<file path="src/rtl/ex_alu.sv">
// Execute-stage ALU: registered 32-bit result, branch flag and illegal flag behind valid/ready handshakes.
// Build macro EX_ALU_FAST_SHIFT_EN selects a barrel shifter; otherwise shifts iterate one bit per cycle.
module ex_alu #(
    parameter int XLEN = 32
) (
    input  logic            clk,
    input  logic            rstn,
    input  logic            flush,
    input  logic            in_valid,
    output logic            in_ready,
    input  logic [3:0]      alu_ctrl,
    input  logic [XLEN-1:0] op_a,
    input  logic [XLEN-1:0] op_b,
    input  logic [XLEN-1:0] pc,
    output logic            out_valid,
    input  logic            out_ready,
    output logic [XLEN-1:0] result,
    output logic            br_cond,
    output logic            illegal,
    output logic            dbg_state
);
    // Handshake: a transfer happens at a rising clk edge where valid && ready are both high;
    // the output side holds result/br_cond/illegal stable while out_valid && !out_ready.
    localparam logic [3:0] OP_ADD   = 4'd0;
    localparam logic [3:0] OP_SUB   = 4'd1;
    localparam logic [3:0] OP_SLL   = 4'd2;
    localparam logic [3:0] OP_SLT   = 4'd3;
    localparam logic [3:0] OP_SLTU  = 4'd4;
    localparam logic [3:0] OP_XOR   = 4'd5;
    localparam logic [3:0] OP_SRL   = 4'd6;
    localparam logic [3:0] OP_SRA   = 4'd7;
    localparam logic [3:0] OP_OR    = 4'd8;
    localparam logic [3:0] OP_AND   = 4'd9;
    localparam logic [3:0] OP_NOTEQ = 4'd10;
    localparam logic [3:0] OP_SGE   = 4'd11;
    localparam logic [3:0] OP_SGEU  = 4'd12;
    localparam logic [3:0] OP_JUMP  = 4'd13;

    typedef enum logic {
        S_IDLE  = 1'b0,
        S_SHIFT = 1'b1
    } state_t;

    state_t          state_q, state_d;
    logic            accept;
    logic [4:0]      shamt;
    logic [XLEN-1:0] calc_res;
    logic            calc_br;
    logic            calc_ill;
    logic            load;
    logic [XLEN-1:0] load_res;
    logic            load_br;
    logic            load_ill;
    logic            out_valid_q, out_valid_d;
    logic [XLEN-1:0] result_q, result_d;
    logic            br_q, br_d;
    logic            ill_q, ill_d;

    assign shamt  = op_b[4:0];
    assign accept = in_valid && in_ready;

    always_comb begin
        calc_res = '0;
        calc_br  = 1'b0;
        calc_ill = 1'b0;
        case (alu_ctrl)
            OP_ADD:   calc_res = op_a + op_b;
            OP_SUB:   begin calc_res = op_a - op_b; calc_br = (op_a == op_b); end
            OP_SLT:   begin calc_br = ($signed(op_a) < $signed(op_b)); calc_res[0] = calc_br; end
            OP_SLTU:  begin calc_br = (op_a < op_b); calc_res[0] = calc_br; end
            OP_SGE:   begin calc_br = ($signed(op_a) >= $signed(op_b)); calc_res[0] = calc_br; end
            OP_SGEU:  begin calc_br = (op_a >= op_b); calc_res[0] = calc_br; end
            OP_NOTEQ: begin calc_br = (op_a != op_b); calc_res[0] = calc_br; end
            OP_XOR:   calc_res = op_a ^ op_b;
            OP_OR:    calc_res = op_a | op_b;
            OP_AND:   calc_res = op_a & op_b;
`ifdef EX_ALU_FAST_SHIFT_EN
            OP_SLL:   calc_res = op_a << shamt;
            OP_SRL:   calc_res = op_a >> shamt;
            OP_SRA:   calc_res = $signed(op_a) >>> shamt;
`else
            // Only reaches the output register for a zero shift amount.
            OP_SLL, OP_SRL, OP_SRA: calc_res = op_a;
`endif
            OP_JUMP:  begin calc_res = pc + XLEN'(4); calc_br = 1'b1; end
            default:  calc_ill = 1'b1;
        endcase
    end

`ifdef EX_ALU_FAST_SHIFT_EN
    assign load     = accept;
    assign load_res = calc_res;
    assign load_br  = calc_br;
    assign load_ill = calc_ill;
`else
    logic            is_shift;
    logic [XLEN-1:0] sh_q, sh_d, sh_in, sh_one;
    logic [3:0]      sh_op_q, sh_op_d, sh_op;
    logic [4:0]      cnt_q, cnt_d;

    assign is_shift = alu_ctrl inside {OP_SLL, OP_SRL, OP_SRA};

    // One shared single-bit shifter: fed from the operand on accept, from sh_q while shifting.
    always_comb begin
        sh_in = (state_q == S_SHIFT) ? sh_q : op_a;
        sh_op = (state_q == S_SHIFT) ? sh_op_q : alu_ctrl;
        case (sh_op)
            OP_SLL:  sh_one = {sh_in[XLEN-2:0], 1'b0};
            OP_SRL:  sh_one = {1'b0, sh_in[XLEN-1:1]};
            default: sh_one = {sh_in[XLEN-1], sh_in[XLEN-1:1]};
        endcase
    end

    always_comb begin
        sh_d     = sh_q;
        cnt_d    = cnt_q;
        sh_op_d  = sh_op_q;
        load     = 1'b0;
        load_res = calc_res;
        load_br  = calc_br;
        load_ill = calc_ill;
        if (state_q == S_SHIFT) begin
            sh_d  = sh_one;
            cnt_d = cnt_q - 5'd1;
            if (cnt_q == 5'd1) begin
                load     = 1'b1;
                load_res = sh_one;
                load_br  = 1'b0;
                load_ill = 1'b0;
            end
        end else if (accept) begin
            if (is_shift && shamt != 5'd0) begin
                // The accept cycle already performs the first bit, so latency equals shamt.
                sh_d    = sh_one;
                cnt_d   = shamt - 5'd1;
                sh_op_d = alu_ctrl;
                if (shamt == 5'd1) begin
                    load     = 1'b1;
                    load_res = sh_one;
                end
            end else begin
                load = 1'b1;
            end
        end
    end

    always_ff @(posedge clk or negedge rstn) begin
        if (!rstn) begin
            sh_q    <= '0;
            cnt_q   <= '0;
            sh_op_q <= OP_SLL;
        end else begin
            sh_q    <= sh_d;
            cnt_q   <= cnt_d;
            sh_op_q <= sh_op_d;
        end
    end
`endif

    always_ff @(posedge clk or negedge rstn) begin
        if (!rstn) state_q <= S_IDLE;
        else       state_q <= state_d;
    end

    always_comb begin
        state_d = state_q;
        if (flush) state_d = S_IDLE;
`ifndef EX_ALU_FAST_SHIFT_EN
        else if (state_q == S_IDLE && accept && is_shift && shamt > 5'd1) state_d = S_SHIFT;
        else if (state_q == S_SHIFT && cnt_q == 5'd1) state_d = S_IDLE;
`endif
    end

    always_comb begin
        in_ready  = (state_q == S_IDLE) && (!out_valid_q || out_ready);
        dbg_state = (state_q == S_SHIFT);
    end

    // Flush wins over load and hold; the data fields only change on a load.
    always_comb begin
        out_valid_d = out_valid_q;
        result_d    = result_q;
        br_d        = br_q;
        ill_d       = ill_q;
        if (flush) begin
            out_valid_d = 1'b0;
        end else if (load) begin
            out_valid_d = 1'b1;
            result_d    = load_res;
            br_d        = load_br;
            ill_d       = load_ill;
        end else if (out_ready) begin
            out_valid_d = 1'b0;
        end
    end

    always_ff @(posedge clk or negedge rstn) begin
        if (!rstn) begin
            out_valid_q <= 1'b0;
            result_q    <= '0;
            br_q        <= 1'b0;
            ill_q       <= 1'b0;
        end else begin
            out_valid_q <= out_valid_d;
            result_q    <= result_d;
            br_q        <= br_d;
            ill_q       <= ill_d;
        end
    end

    assign out_valid = out_valid_q;
    assign result    = result_q;
    assign br_cond   = br_q;
    assign illegal   = ill_q;
endmodule
</file>
<file path="config.mk">
export PLATFORM = sky130hd
export DESIGN_NAME = ex_alu
export DESIGN_NICKNAME = d
export VERILOG_FILES = /design/src/rtl/ex_alu.sv
export SDC_FILE = /design/constraint.sdc
export NUM_CORES = 1
export LEC_CHECK = 0
export CAP_MARGIN = 25
export CORE_ASPECT_RATIO = 2
export CORE_MARGIN = 3
export CORE_UTILIZATION = 40
export CTS_CLUSTER_SIZE = 25
export DETAILED_ROUTE_END_ITERATION = 16
export PLACE_DENSITY = 0.67
export SLEW_MARGIN = 40
export SYNTH_ARGS = -nofsm -noshare
export SYNTH_HDL_FRONTEND = slang
export SYNTH_SLANG_ARGS = --single-unit
</file>
<file path="constraint.sdc">
create_clock -name clk -period 3.2 [get_ports clk]
set_clock_uncertainty 0.2 [all_clocks]
set_input_delay 0.64 -clock clk [delete_from_list [all_inputs] [get_ports clk]]
set_output_delay 0.64 -clock clk [all_outputs]
set_load 0.01 [all_outputs]
</file>
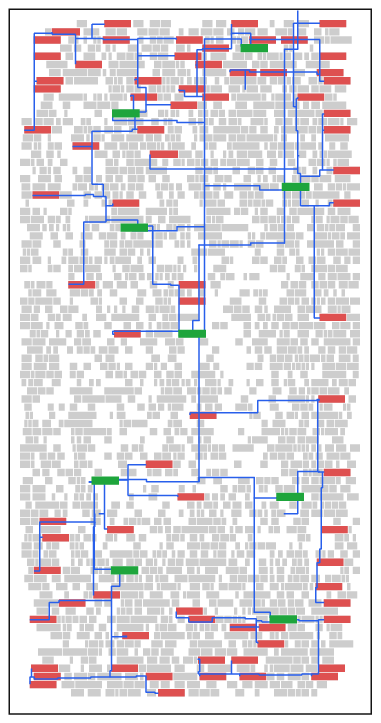
clock_map.png
Drawn at 3 px/um.
[green] cells driving clock nets | count: 9
[red] flip-flops | count: 77
[blue] clock wires | length: 1,830 um
flops lie	all over the die
Clock group: 1.23 mW
clock share of power: 20.8%
Worst-Skew Late Latency: 0.39 ns

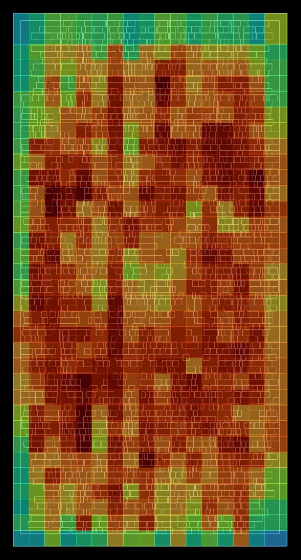
final_congestion.png
wire per inst: 24.6 um
M1 GR Usage: 34.5%
met2 usage: 71.2%

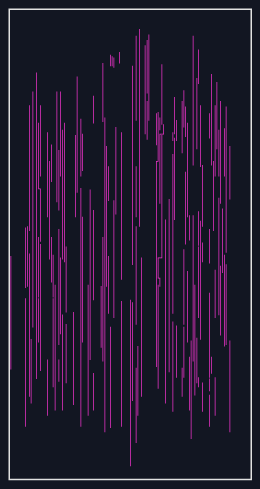
met4.png
Drawn at 2 px/um.
wire length on this layer	5,930 um
nets with wire on the layer	122
longest straight run	157 um
share of all routed wire	11%
Routed WL: 55.6 mm
vias: 13,700

==> flow_summary.toml <==
# physical design summary
[floorplan]
fp.coreArea_mm2 = 0.0257
chipWidth_um = 120

[grt]
grt.total_usage_pct = 38.5
grt_busiest_layer = "met2"
grt_max_degree = 44

[final_layout]
fill_cells = 2208
clockNetworkAreaShare_pct = 1.84
nets = 2122
nonClkBufAreaFrac_pct = 31.2

[setup_path]
crit_path_frequent_cell = "inv_2"
rrSetupSlack_ns = 0.10
rr_endpoint = "result[27]"
r2r_cells = 9
endpoint_kind = "flop"
slowest_stage = "clkdlybuf4s50_1"

[timing]
hold_viol_final = 0
tns_ns = 0
setup_ws_ns = 0.0170

[routing]
post-route-drc-count = 0
drt_iter0_markers = 1092
wl_met2_mm = 29.4
ant_nets = 0

[logic_synthesis]
mux_share_pct = 10.4
syn-cell-area_mm2 = 0.0104
logic_family = "AND-OR/OR-AND gates"
yosys.stat.seqShare_pct = 18.5
synthAdderAreaFrac_pct = 12.5
ys.warnings.count = 0
yosys.area_share.simple_pct = 18.3
synth.lib_cells_used.distinct = 89
fp_nets = 1552
netlist_top_cells_area = "dfrtp_1, ha_1, mux4_2"

[pwr]
power_frac_comb_pct = 52.3
seq_power_mw = 1.59
powerComb_mw = 3.09
peakVddDrop_v = 0.000256

[clock_tree]
clock-root-buffer = "clkbuf_16"
cts_tree = "yes"
hold_buffers = 0
post_cts_buffers = 38
numCtsBuffers = 9

[min_path]
hold_path.class = "in -> async"

[run_status]
status = "finished, final reports clean"

[place]
placed_cells = 2191
Power and IR drop assume default switching activity.
